Run 1, gate families picked out:
Scale bar: 20 µm.
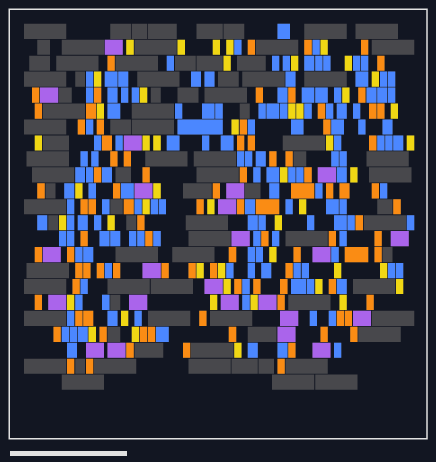
Run 1, cells by drive strength:
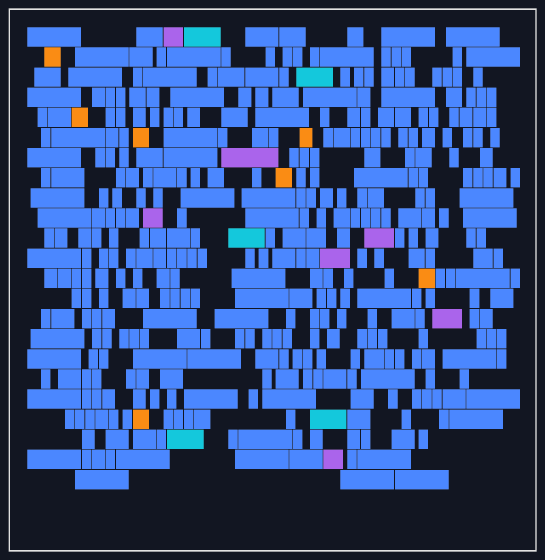
Run 1, routing congestion map:
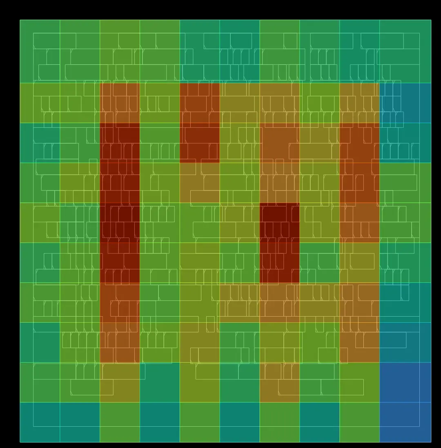
### src/rtl/selector_modo.sv
// Display-mode selector for the Hamming(7,4) output mux: a debounced push
// button and an optional auto-scan timer advance a 4-state mode FSM.
module selector_modo #(
  parameter int DEBOUNCE_CYCLES = 270000,
  parameter int AUTO_CYCLES     = 54000000
) (
  input  logic       clk,
  input  logic       rst_n,
  input  logic       btn_n,
  input  logic       auto_en,
  output logic [1:0] e_mux,
  output logic       cambio,
  output logic       btn_estable
);

  localparam int DW = (DEBOUNCE_CYCLES > 1) ? $clog2(DEBOUNCE_CYCLES) : 1;
  localparam int AW = (AUTO_CYCLES > 1) ? $clog2(AUTO_CYCLES) : 1;
  localparam logic [DW-1:0] DEB_MAX  = DW'(DEBOUNCE_CYCLES - 1);
  localparam logic [AW-1:0] AUTO_MAX = AW'(AUTO_CYCLES - 1);

  // The state encoding is the mux select code, so e_mux is the state itself.
  typedef enum logic [1:0] {
    APAGADO   = 2'b00,
    CORREGIDO = 2'b01,
    ERROR     = 2'b10,
    SINDROME  = 2'b11
  } modo_t;

  logic          r_s1;
  logic          r_s2;
  logic [DW-1:0] r_deb_cnt;
  logic          r_btn_estable;
  logic          r_btn_estable_d;
  logic [AW-1:0] r_timer;
  modo_t         r_estado;
  logic          r_cambio;

  logic          w_press;
  logic          w_timer_activo;
  logic          w_expira;
  logic          w_avanza;
  modo_t         w_siguiente;

  // Valid/ready does not apply here: w_press is a single-cycle event that is
  // consumed unconditionally by the FSM on the edge after the falling level.
  always_comb begin
    w_press        = r_btn_estable_d & ~r_btn_estable;
    w_timer_activo = auto_en && (r_estado != APAGADO);
    w_expira       = w_timer_activo && (r_timer == AUTO_MAX);
    w_avanza       = w_press || w_expira;
    w_siguiente    = r_estado;
    case (r_estado)
      APAGADO:   w_siguiente = CORREGIDO;
      CORREGIDO: w_siguiente = ERROR;
      ERROR:     w_siguiente = SINDROME;
      SINDROME:  w_siguiente = CORREGIDO;
      default:   w_siguiente = APAGADO;
    endcase
  end

  always_ff @(posedge clk) begin
    if (!rst_n) begin
      r_s1            <= 1'b1;
      r_s2            <= 1'b1;
      r_deb_cnt       <= '0;
      r_btn_estable   <= 1'b1;
      r_btn_estable_d <= 1'b1;
    end else begin
      r_s1            <= btn_n;
      r_s2            <= r_s1;
      r_btn_estable_d <= r_btn_estable;
      if (r_s2 == r_btn_estable) begin
        r_deb_cnt <= '0;
      end else if (r_deb_cnt == DEB_MAX) begin
        r_btn_estable <= r_s2;
        r_deb_cnt     <= '0;
      end else begin
        r_deb_cnt <= r_deb_cnt + DW'(1);
      end
    end
  end

  always_ff @(posedge clk) begin
    if (!rst_n) begin
      r_estado <= APAGADO;
      r_timer  <= '0;
      r_cambio <= 1'b0;
    end else begin
      r_cambio <= w_avanza;
      if (w_avanza) begin
        r_estado <= w_siguiente;
      end
      // A press or an expiry restarts the period; a simultaneous pair
      // still produces a single advance.
      if (!w_timer_activo || w_avanza) begin
        r_timer <= '0;
      end else begin
        r_timer <= r_timer + AW'(1);
      end
    end
  end

  assign e_mux       = r_estado;
  assign cambio      = r_cambio;
  assign btn_estable = r_btn_estable;

endmodule

### config.mk
export PLATFORM = sky130hd
export DESIGN_NAME = selector_modo
export DESIGN_NICKNAME = d
export VERILOG_FILES = /design/src/rtl/selector_modo.sv
export SDC_FILE = /design/constraint.sdc
export NUM_CORES = 1
export LEC_CHECK = 0
export ABC_AREA = 1
export CORE_AREA = 2 2 69 71
export DETAILED_ROUTE_END_ITERATION = 12
export DIE_AREA = 0 0 71 73
export PLACE_DENSITY = 0.77
export SLEW_MARGIN = 20
export SYNTH_ARGS = -nofsm -noshare
export SYNTH_HDL_FRONTEND = slang
export SYNTH_SLANG_ARGS = --single-unit
### constraint.sdc
create_clock -name clk -period 2 [get_ports clk]
set_clock_uncertainty 0.1 [all_clocks]
set_input_delay 0.2 -clock clk [delete_from_list [all_inputs] [get_ports clk]]
set_output_delay 0.2 -clock clk [all_outputs]
set_load 0.02 [all_outputs]
==> run summary, run 1 <==
fresh numbers from the pnr run: status complete, no violations, logic area 1350 µm², Pre-Place Util 57.5%, ys async rst share 0%, Worst Hold Path Cells 1, mux share 0%, Inserted Diodes 0, Die X 71 µm, MaxCap Viol Count 0, Placed Cells 439, beginning of the critical path r_deb_cnt[0], Layout fillers 434, Post-Synthesis Cell Area 2610 µm², CP Buf/Inv Count 1, Die Y 73 µm, final net count 400, r2r startpoint r_deb_cnt[0], ys flop type dfxtp_1, antenna violations before repair 0, first-pass GRT wire length 8.16 mm, YS chip area 2610 µm², Latency at later pin 0.30 ns, final wirelength 4.72 mm, RSZ-0062 raised after global routing no, Hold Path Sink r_s2, Worst Path Required 2.08 ns, fin crit share 90.4%, Final Hold Vio Count 0, Mapped Nets 388, post-DP HPWL 3.61 mm, fmax 553 MHz, # resized after CTS 0, pre-CTS WS 0.186 ns, Post-synth seq share 39.9%, Die Footprint 5180 µm², Critical Path Source Type register, post-synth top area share 39.9%, I/O pin total 8, Post-synth regs 52, DRT antenna net count 0, Power Density 576 nW/µm², total power 0.00162 W, Slew Limit Fails 0, initial drt markers 138, CP arrival 1.89 ns, final setup TNS 0 ns, Mean Syn Cell Area 6.87 µm², Crit. path cell count 8, DRC viols 0, Root Buffer clkbuf_8, Compound Share, Synth 2.11%, Hold Crit Class register to register, Yosys Instances 380, aggregate global routing overflow 0, top cells, area dfxtp_1, nand2_1, nor2_1, inv_1, nand3_1, count of final setup violators 0, Crit Path Category register to register, CP max-delay cell dfxtp_1, synth warn 0, CTS max path bufs 2, CP endpoint r_deb_cnt[16], Tmin final 1.81 ns, reg2reg setup slack 0.19 ns, largest net degree at the start of global routing 27, EDFF count, synth 0, Worst Path Max Fanout 19, yosys simple share 40.0%, Critical Path End Type register, slowest stage delay, CP 0.41 ns, worst r2r path cells 8, CP delay by family, top simple AND/OR/NAND/NOR gates
Back to the opening pictures, 'gate families picked out':
[blue] NAND gates | cells: 142
[purple] XOR/XNOR gates | cells: 23
[orange] NOR gates | cells: 92
[yellow] inverters | cells: 48
post-route insts no fill: 446
most used logic cell in the final layout: nand2_1
logic gate fraction of the total cell area: 48.1%

Back to the opening pictures, 'cells by drive strength':
[orange] _2 cells | cells: 7 | share: 1.8%
[blue] _0 and _1 cells | cells: 373 | share: 95% | most used: nand2_1
[purple] _3 and _4 cells | cells: 7 | share: 1.8% | most used: nor2_4
[cyan] _6 and larger | cells: 5 | share: 1.3% | most used: clkbuf_8
P&R area growth vs syn: 7.48%
Repair and plain buffers: 9
Setup WS post-layout: 0.192 ns
final instance area: 2800 µm²

Back to the opening pictures, 'routing congestion map':
Final Util: 61.8%
DR WL/cell: 10.6 µm
total track usage: 19.3%
GR peak layer: met2
met1 usage: 21.2%

[run 1: power by group]
part	internal, W	switching [W]	total (W)	leakage, nW
registers	0.00104	0.00000150	0.00104	0.419
clock network	0.000237	0.000323	0.000560	0.0400
logic	0.00000889	0.00000848	0.0000174	0.551
total	0.00128	0.000333	0.00162	1.01
[run 1: routing by layer]
layer  global-route usage [%]  share of wire (%)  vias to the layer above  wire length, µm
met2                     35.8                 50                       22             2360
met1                     21.2                 45                     1023             2140
met4                     8.60                2.6                        0              121
li1                         -                  -                     1205                -
met3                     4.01                1.9                       11               88
met5                        0                  0                        -                0
[run 1: layout make-up]
type,count,share of cell area (%)
Clock buffer,5,2.45
Clock inverter,2,0.446
Inverter,48,6.43
Multi-Input combinational cell,276,48.1
Sequential cell,52,37.1
Tap cell,54,2.41
Timing Repair Buffer,9,3.03
--- run 2 (diff from run 1) ---
- CTS_CLUSTER_DIAMETER: unset -> 60
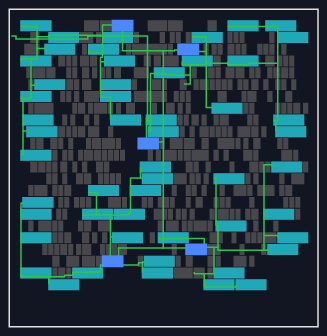
Run 2: clock wires, drivers and flops
[cyan] flip-flops | count: 52
[green] clock wires | length: 551 µm
[blue] clock drivers | count: 5
routed clock nets: 6
Latency at later pin: 0.30 ns
clock group power: 0.000560 W
Clock power frac: 34.7%

==> run 2 against run 1 <==
- total power stayed put
- sequential share of layout area stayed put
- wire length is the same
- non-clock buffer count is the same
- cell area is the same
- critical path depth unchanged
- setup slack stayed put
- highest routed layer unchanged
- largest power group unchanged
- clock-buffer cell count did not move
- via count unchanged
- core utilization did not move
- register-to-register slack about the same
- clock power about the same
- largest cell class unchanged
==> run summary, run 2 <==
fresh numbers from the pnr run: status complete, no violations, hold_buf cts 0, M3 GR Usage 4.01%, Setup WS post-layout 0.192 ns, inverter count 48, CP endpoint r_deb_cnt[16], Worst Hold Path Cells 1, met1 usage 21.2%, logic area 1350 µm², CP Buf/Inv Count 1, Hold Path Sink r_s2, DRC viols 0, worst r2r path cells 8, Post-CTS Setup Bufs 0, RSZ-0062 raised after global routing no, Critical Path Source Type register, metal3 WL 88 µm, CP arrival 1.89 ns, yosys simple share 40.0%, I/O pin total 8, Synth top cell by count nand2_1, met2 GRT Util 35.8%, Pre-Place Util 57.5%, Layout fillers 434, MaxCap Viol Count 0, Final Hold Vio Count 0, Clock Network Area Fraction 2.90%, total track usage 19.3%, fin crit share 90.4%, Biggest Area Class multi-input combinational cells, post-DP HPWL 3.61 mm, ys async rst share 0%, synth warn 0, Final non-clock buffer share 3.03%, count of flip-flops and latches 52, final wirelength 4.72 mm, aggregate global routing overflow 0, beginning of the critical path r_deb_cnt[0], EDFF count, synth 0, Hold Crit Class register to register, Tmin final 1.81 ns, Power Density 576 nW/µm², Worst Path Max Fanout 19, Die Y 73 µm, tap cells 54, Post-Synthesis Cell Area 2610 µm², PortBufs 7, top cells, area dfxtp_1, nand2_1, nor2_1, inv_1, nand3_1, DR WL/cell 10.6 µm, WL met2 2.36 mm, ys flop type dfxtp_1, first-pass GRT wire length 8.16 mm, Root Buffer clkbuf_8, GR peak layer met2, mux share 0%, Die X 71 µm, Pleak 1.01 nW, top layer used by detailed routing met4, Post-synth seq share 39.9%, #MultiIn Comb 276, flop share of the area 37.1%, M1 wire length 2.14 mm, Crit. path cell count 8, Crit Path Category register to register, r2r startpoint r_deb_cnt[0], Die Footprint 5180 µm², Critical Path End Type register, logic gate fraction of the total cell area 48.1%, Mapped Nets 388, Final Util 61.8%, post-synth top area share 39.9%, pre-CTS WS 0.186 ns, slowest stage delay, CP 0.41 ns, reg2reg setup slack 0.19 ns, Worst Path Required 2.08 ns, DRT antenna net count 0, Compound Share, Synth 2.11%, clkbuf count 5, CTS max path bufs 2, Inserted Diodes 0, CP max-delay cell dfxtp_1, final setup TNS 0 ns, fmax 553 MHz, P&R area growth vs syn 7.48%, count of final setup violators 0, initial drt markers 138, most used logic cell in the final layout nand2_1, # resized after CTS 0, CP delay by family, top simple AND/OR/NAND/NOR gates, Slew Limit Fails 0
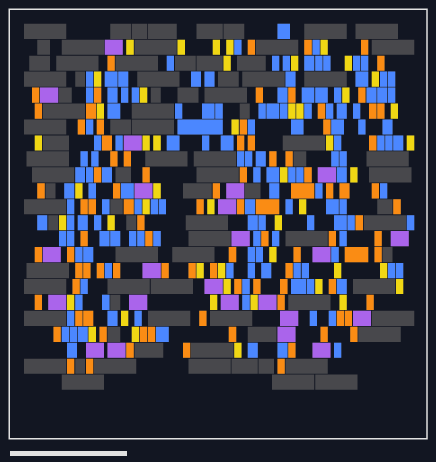
Run 2: gate families picked out
Scale bar: 20 µm.
[purple] XOR/XNOR gates | cells: 23
[blue] NAND gates | cells: 142
[orange] NOR gates | cells: 92
[yellow] inverters | cells: 48

[run 2: per-stage QoR]
step / cell area, µm² / hold WS (ns) / total power, W / instances
6_report: 2800 / 0.331 / 0.00162 / 446
5_1_grt: 2800 / 0.342 / 0.00167 / 446
4_1_cts: 2800 / 0.340 / 0.00164 / 446
3_5_place_dp: 2720 / 0.320 / 0.00108 / 439
3_3_place_gp: 2720 / 0.294 / 0.00108 / 439
2_1_floorplan: 2610 / 0.207 / 0.00107 / 380
[run 2: report_power, final]
group | leakage (nW) | total, W | switching [W] | internal [W]
Combinational | 0.551 | 0.0000174 | 0.00000848 | 0.00000889
Clock | 0.0400 | 0.000560 | 0.000323 | 0.000237
Sequential | 0.419 | 0.00104 | 0.00000150 | 0.00104
--- run 3 (diff from run 2) ---
- SLEW_MARGIN: 20 -> 0
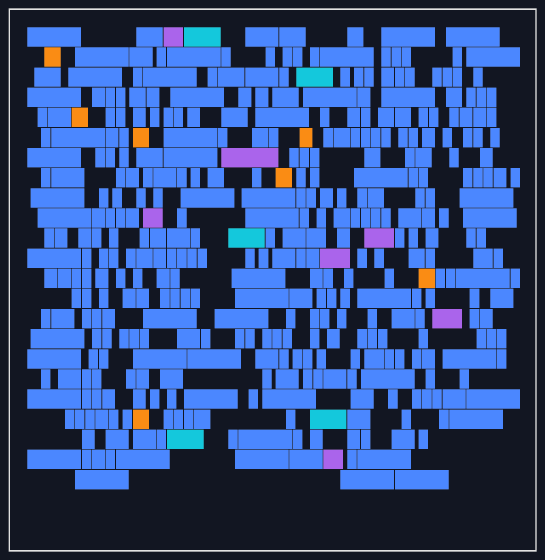
Run 3: cells by drive strength
[purple] _3 and _4 cells | cells: 7 | share: 1.8% | most used: nor2_4
[cyan] _6 and larger | cells: 5 | share: 1.3% | most used: clkbuf_8
[blue] _0 and _1 cells | cells: 373 | share: 95% | most used: nand2_1
[orange] _2 cells | cells: 7 | share: 1.8%

==> run 3 against run 2 <==
- combinational power about the same
- die size is the same
- sequential power is essentially flat
- via count is the same
- fmax is the same
- largest power group unchanged
==> run summary, run 3 <==
fresh numbers from the pnr run: Latency at later pin 0.30 ns, Root Buffer clkbuf_8, Layout fillers 434, final instance area 2800 µm², Post-CTS Setup Bufs 0, P_int 0.00128 W, final wirelength 4.72 mm, placed instance area 2720 µm², Crit. path cell count 8, P&R area growth vs syn 7.48%, Seq. pwr 0.00104 W, Worst Path Required 2.08 ns, status complete, no violations, Inserted Diodes 0, CP Buf/Inv Count 1, Pleak 1.01 nW, post-route insts no fill 446, PortBufs 7, total power 0.00162 W, aggregate global routing overflow 0, Final non-clock buffer share 3.03%, Final Hold Vio Count 0, most used logic cell in the final layout nand2_1, Tmin final 1.81 ns, Sw Share 20.6%, Final Util 61.8%, post-synth top area share 39.9%, logic gate fraction of the total cell area 48.1%, Die Footprint 5180 µm², reg2reg setup slack 0.19 ns, CP arrival 1.89 ns, Synth top cell by count nand2_1, logic area 1350 µm², Slew Limit Fails 0, worst r2r path cells 8, Post-synth regs 52, Post-synth seq share 39.9%, CP max-delay cell dfxtp_1, final net count 400, CTS max path bufs 2, Critical Path End Type register, r2r startpoint r_deb_cnt[0], fmax 553 MHz, synth warn 0, fin crit share 90.4%, Clock Network Area Fraction 2.90%
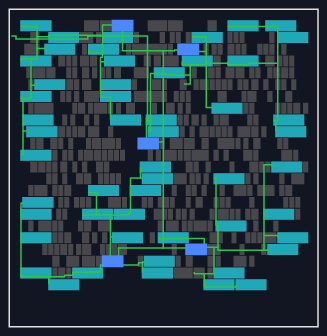
Run 3: clock wires, drivers and flops
[cyan] flip-flops | count: 52
[blue] clock drivers | count: 5
[green] clock wires | length: 551 µm
flops lie: widely spread

==> run 3: cell counts in the layout (fill, tap and decap cells not counted) <==
Identical to the previous run, type by type.
==> run 3: logic make-up after synthesis <==
group,after synthesis,share of synthesized area [%]
compound gates,10,2.11
simple gates,239,40.0
flops,52,39.9
xor+xnor,23,7.72
fa+ha+maj,4,1.92
buf+inv,52,8.39
==> run 3: layer usage <==
layer / up-vias / wire (µm) / global-route usage (%)
met5: - / 0 / 0
met4: 0 / 121 / 8.60
met3: 11 / 88 / 4.01
met2: 22 / 2360 / 35.8
met1: 1023 / 2140 / 21.2
li1: 1205 / - / -
Power and IR drop assume default switching activity.
